### Gate-type map

(4 px per um)
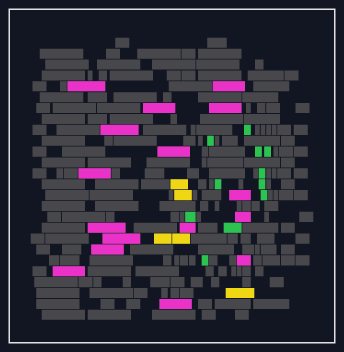
### Register map, names as in the netlist

(3 px per um) Other sequential cells in the stronger grey, the rest of the logic in the fainter grey.
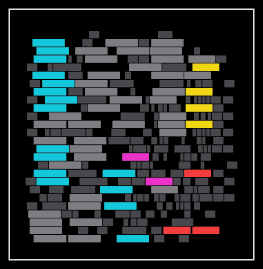
### Wires at chosen ports, followed through buffers

(6 px per um)
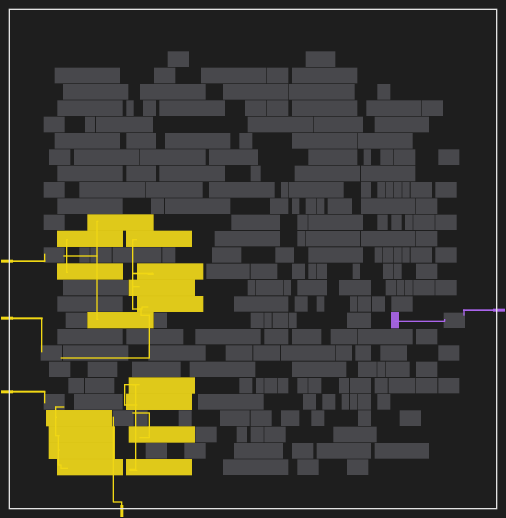
### Wiring by layer

(4 px per um)
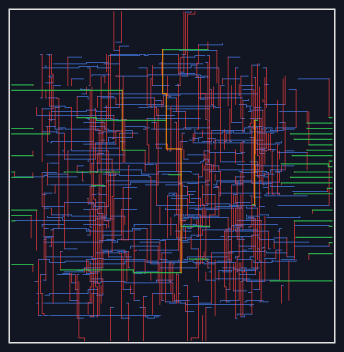
[config.mk]
export PLATFORM = sky130hd
export DESIGN_NAME = hp_au_issue_flat
export DESIGN_NICKNAME = d
export VERILOG_FILES = /design/src/rtl/hp_au_issue_if.sv /design/src/rtl/hp_au_issue.sv /design/src/flat_wrapper.sv
export SDC_FILE = /design/constraint.sdc
export NUM_CORES = 1
export LEC_CHECK = 0
export CAP_MARGIN = 5
export CORE_AREA = 5 5 76 78
export DETAILED_ROUTE_END_ITERATION = 8
export DIE_AREA = 0 0 81 83
export GPL_TIMING_DRIVEN = 0
export PLACE_DENSITY_LB_ADDON = 0.25
export SYNTH_ARGS = -nofsm -noshare
export SYNTH_HDL_FRONTEND = slang
export SYNTH_SLANG_ARGS = --single-unit
[constraint.sdc]
create_clock -name clk -period 6.1 [get_ports clk]
set_clock_uncertainty 0.15 [all_clocks]
set_input_delay 1.83 -clock clk [delete_from_list [all_inputs] [get_ports clk]]
set_output_delay 1.83 -clock clk [all_outputs]
set_load 0.05 [all_outputs]
[src/rtl/hp_au_issue_if.sv]
// Command and result handshake bundle for the hp_au_issue stage.
// The master side issues commands and consumes results; the issue stage is the slave.
interface hp_au_issue_if #(
  parameter int WIDTH = 4,
  parameter int SEL_W = 4
);
  logic             in_valid;
  logic             in_ready;
  logic [WIDTH-1:0] in_a;
  logic [WIDTH-1:0] in_b;
  logic [SEL_W-1:0] in_sel;
  logic             out_valid;
  logic             out_ready;
  logic [WIDTH-1:0] out_result;
  logic [SEL_W-1:0] out_sel;

  modport master (
    output in_valid, in_a, in_b, in_sel, out_ready,
    input  in_ready, out_valid, out_result, out_sel
  );

  modport slave (
    input  in_valid, in_a, in_b, in_sel, out_ready,
    output in_ready, out_valid, out_result, out_sel
  );
endinterface

[src/rtl/hp_au_issue.sv]
// Issue/capture stage around the combinational hp_au_top arithmetic unit.
// Commands queue in a small circular FIFO whose head feeds the AU; the AU
// result is captured into a single output register with its own handshake.
//
// state    | meaning
// ST_EMPTY | output register holds nothing, out_valid = 0
// ST_FULL  | output register holds a result, out_valid = 1
module hp_au_issue #(
  parameter int WIDTH = 4,
  parameter int SEL_W = 4,
  parameter int DEPTH = 4
) (
  input  logic                    clk,
  input  logic                    rst_n,
  input  logic                    flush,
  hp_au_issue_if.slave            bus,
  output logic [WIDTH-1:0]        au_a,
  output logic [WIDTH-1:0]        au_b,
  output logic [SEL_W-1:0]        au_sel,
  input  logic [WIDTH-1:0]        au_result,
  output logic [$clog2(DEPTH):0]  count
);
  localparam int AW = $clog2(DEPTH);
  localparam int CW = AW + 1;
  localparam logic [CW-1:0] FULL_CNT = CW'(DEPTH);

  typedef enum logic {
    ST_EMPTY = 1'b0,
    ST_FULL  = 1'b1
  } state_t;

  state_t state, state_next;

  logic [WIDTH-1:0] mem_a   [DEPTH];
  logic [WIDTH-1:0] mem_b   [DEPTH];
  logic [SEL_W-1:0] mem_sel [DEPTH];
  logic [AW-1:0]    wr_ptr, rd_ptr;
  logic             fifo_nonempty;
  logic             push, pop;
  logic [WIDTH-1:0] out_result_q;
  logic [SEL_W-1:0] out_sel_q;

  // in_ready deliberately ignores a same-cycle pop, so out_ready never reaches it
  assign fifo_nonempty = (count != '0);
  assign bus.in_ready  = (count != FULL_CNT) && !flush;
  assign push          = bus.in_valid && bus.in_ready;
  assign pop           = fifo_nonempty && ((state == ST_EMPTY) || bus.out_ready) && !flush;

  assign au_a   = fifo_nonempty ? mem_a[rd_ptr]   : '0;
  assign au_b   = fifo_nonempty ? mem_b[rd_ptr]   : '0;
  assign au_sel = fifo_nonempty ? mem_sel[rd_ptr] : '0;

  assign bus.out_valid  = (state == ST_FULL);
  assign bus.out_result = out_result_q;
  assign bus.out_sel    = out_sel_q;

  // FIFO storage; contents are don't-care until written so no reset is needed
  always_ff @(posedge clk) begin
    if (push) begin
      mem_a[wr_ptr]   <= bus.in_a;
      mem_b[wr_ptr]   <= bus.in_b;
      mem_sel[wr_ptr] <= bus.in_sel;
    end
  end

  // FIFO pointers and occupancy; flush wins over push and pop
  always_ff @(posedge clk or negedge rst_n) begin
    if (!rst_n) begin
      wr_ptr <= '0;
      rd_ptr <= '0;
      count  <= '0;
    end else if (flush) begin
      wr_ptr <= '0;
      rd_ptr <= '0;
      count  <= '0;
    end else begin
      if (push) wr_ptr <= wr_ptr + AW'(1);
      if (pop)  rd_ptr <= rd_ptr + AW'(1);
      case ({push, pop})
        2'b10:   count <= count + CW'(1);
        2'b01:   count <= count - CW'(1);
        default: count <= count;
      endcase
    end
  end

  // Output stage state register
  always_ff @(posedge clk or negedge rst_n) begin
    if (!rst_n) state <= ST_EMPTY;
    else        state <= state_next;
  end

  // Output stage next state: a pop always fills, a consume without pop empties
  always_comb begin
    state_next = state;
    if (flush) begin
      state_next = ST_EMPTY;
    end else begin
      case (state)
        ST_EMPTY: if (pop) state_next = ST_FULL;
        ST_FULL:  if (bus.out_ready && !pop) state_next = ST_EMPTY;
        default:  state_next = ST_EMPTY;
      endcase
    end
  end

  // Result capture: sample the AU on the head entry before the head advances
  always_ff @(posedge clk or negedge rst_n) begin
    if (!rst_n) begin
      out_result_q <= '0;
      out_sel_q    <= '0;
    end else if (flush) begin
      out_result_q <= '0;
      out_sel_q    <= '0;
    end else if (pop) begin
      out_result_q <= au_result;
      out_sel_q    <= au_sel;
    end
  end
endmodule
[src/flat_wrapper.sv]
// flat-port wrapper written by rule: the top's interface ports become plain ports
module hp_au_issue_flat 
#(
  parameter int WIDTH = 4,
  parameter int SEL_W = 4,
  parameter int DEPTH = 4
)
  (clk, rst_n, flush, au_a, au_b, au_sel, au_result, count, bus_in_valid, bus_in_a, bus_in_b, bus_in_sel, bus_out_ready, bus_in_ready, bus_out_valid, bus_out_result, bus_out_sel);
  hp_au_issue_if #(.WIDTH(WIDTH), .SEL_W(SEL_W)) bus_i ();
  input  logic clk;
  input  logic rst_n;
  input  logic flush;
  output logic [WIDTH-1:0] au_a;
  output logic [WIDTH-1:0] au_b;
  output logic [SEL_W-1:0] au_sel;
  input  logic [WIDTH-1:0] au_result;
  output logic [$clog2(DEPTH):0] count;
  input wire logic [$bits(bus_i.in_valid)-1:0] bus_in_valid;
  input wire logic [$bits(bus_i.in_a)-1:0] bus_in_a;
  input wire logic [$bits(bus_i.in_b)-1:0] bus_in_b;
  input wire logic [$bits(bus_i.in_sel)-1:0] bus_in_sel;
  input wire logic [$bits(bus_i.out_ready)-1:0] bus_out_ready;
  output wire logic [$bits(bus_i.in_ready)-1:0] bus_in_ready;
  output wire logic [$bits(bus_i.out_valid)-1:0] bus_out_valid;
  output wire logic [$bits(bus_i.out_result)-1:0] bus_out_result;
  output wire logic [$bits(bus_i.out_sel)-1:0] bus_out_sel;
  assign bus_i.in_valid = bus_in_valid;
  assign bus_i.in_a = bus_in_a;
  assign bus_i.in_b = bus_in_b;
  assign bus_i.in_sel = bus_in_sel;
  assign bus_i.out_ready = bus_out_ready;
  assign bus_in_ready = bus_i.in_ready;
  assign bus_out_valid = bus_i.out_valid;
  assign bus_out_result = bus_i.out_result;
  assign bus_out_sel = bus_i.out_sel;
  hp_au_issue #(.WIDTH(WIDTH), .SEL_W(SEL_W), .DEPTH(DEPTH)) u_core (.clk(clk), .rst_n(rst_n), .flush(flush), .bus(bus_i), .au_a(au_a), .au_b(au_b), .au_sel(au_sel), .au_result(au_result), .count(count));
endmodule
==> Changelog: implementation <==
### Implementation results

* Initial antenna violation count at 0
* Die Y at between 80 and 90 um
* RSZ-0062 raised after global routing: false
* Post-layout period usage of the worst path at 97.6%
* Power Dens Cells at just under 500 nW/um2
* Vias in the first global route at 1,664
* Drt total wl at 5150 um
* Adder share at 2.59%
* Arr. time, crit path at between 3 and 4 ns
* Final worst slack at 0.149 ns
* Most frequent cells in the layout: 48 x edfxtp_1, 45 x clkdlybuf4s50_1, 17 x nand2_1
* Syn Std Cell Area at 2710 um2
* Fill count at around 390
* Warnings, synthesis at 0
* Share of power burned in registers at approximately a third
* Full die area at 6720 um2
* Cell leakage power at 1.22 nW
* Status: completed
* Critical path data required time at 4.12 ns
* 1st-iter DRT viols at 103
* Unique cell types at 33
* Latency at later pin at roughly 0.34 ns
* Worst-path clk slew at 0.07 ns
* H-Tree Depth at 3
* Vias/cell at 5.29
* Fin area at 3410 um2
* Mux share at approximately 12%
* Largest net degree at the start of global routing at 17
* Tool Warnings at 29
* Yosys chip area at 2710 um2
* Placed insts at between 200 and 300
* Combinational power share at 47.2%
* Worst path bufs/invs at 4
* DRC violation count after routing at 0
* Simple Share, Synth at 11.2%
* Cell Area, Placed at 3250 um2
* Syn-to-layout area delta at 25.9%
* Critical Path Max Stage Delay at 0.71 ns
* Rows at 26
* Die W at a little over 80 um
* Worst setup EP type: output pin
* Setup TNS at 0 ns
* Top power group: combinational cells
* Post-Synth XOR/XNOR Area at 0.970%
* Synth Instances at between 150 and 200
* Gate Area at 797 um2
* Worst-path maximum fanout at 10
* Worst rel slew slack at 51.7%
Back to the opening pictures, 'Gate-type map':
magenta -> mux cells  # cells 16
green -> aoi and oai cells  # cells 11, where east
yellow -> fa/ha/maj cells  # cells 5

Back to the opening pictures, 'Register map, names as in the netlist':
yellow -> u_core.bus.out_result  # flops 4
red -> u_core.count  # flops 3
magenta -> u_core.wr_ptr  # flops 2
cyan -> u_core.mem_b  # flops 16
not coloured = 39
Util after Layout: 68.1%
Flop+latch power: 0.564 mW
register share of the cell area: 54.0%
Storage cell area: 1840 um2

Back to the opening pictures, 'Wires at chosen ports, followed through buffers':
yellow -> bus_in_a  # direction input, end cells 16, buffers 4, wire 160 um
purple -> bus_in_ready  # direction output, end cells 1, buffers 1, wire 14.3 um
Buffers on Ports: 45
Ports: 46

Back to the opening pictures, 'Wiring by layer':
green -> M3  # wire length 337 um
blue -> M1  # wire length 2,100 um
orange -> M4  # wire length 96.4 um
red -> M2  # wire length 2,620 um
Tot GR Track Use: 17.0%
DR WL/cell: 17.5 um
DR vias: 1,560

[registers in the layout, indices dropped and copies added (netlist names)]
register	flops
u_core.mem_a	16
u_core.mem_b	16
u_core.mem_sel	16
u_core.bus.out_result	4
u_core.bus.out_sel	4
u_core.count	3
u_core.rd_ptr	2
u_core.wr_ptr	2
u_core.bus.out_valid	1
[Yosys cell counts, drive strengths merged (2+ instances only)]
master  instances  area (um2)
edfxtp         48        1440
nand2          18        70.1
and2           16         100
dfrtp          16         400
mux4           12         285
a21oi           9        45.0
nor2            7        26.3
buf             6        55.0
ha              4        50.1
mux2            3        37.5
nand2b          3        18.8
nor2b           3        18.8
clkbuf          2        7.51
inv             2        7.51
nor3            2        15.0
nor3b           2        25.0
or3             2        12.5
xnor2           2        17.5
[layer usage]
metal  up-vias  wire length [um]  global-route usage, %
met5         -                 0                      0
met4         0                96                   6.45
met3         9               336                   5.41
met2        48              2620                   28.6
met1       783              2100                   20.0
li1        720                 -                      -
[final cells by class]
| cell class | instances | area share [%] |
|---|---|---|
| Clock buffer | 10 | 3.74 |
| Sequential cell | 64 | 54.0 |
| Tap cell | 70 | 2.57 |
| Inverter | 2 | 0.220 |
| Timing Repair Buffer | 45 | 13.2 |
| Multi-Input combinational cell | 90 | 23.4 |
| Buffer | 8 | 1.83 |
| Clock inverter | 6 | 1.06 |
[path summary, 6_finish.rpt]
kind,startpoint,endpoint,cells after the start
hold reg to reg,u_core.bus.out_result[1],u_core.bus.out_result[1],2
min in group asynchronous,rst_n,u_core.count[0],1
setup / recovery,flush,bus_in_ready,5
max in group asynchronous,rst_n,u_core.count[2],1
setup reg to reg,u_core.count[1],u_core.count[2],7
hold / removal,u_core.bus.out_result[1],u_core.bus.out_result[1],2
Power figures rest on the tool's default switching activity, not on a simulated workload.
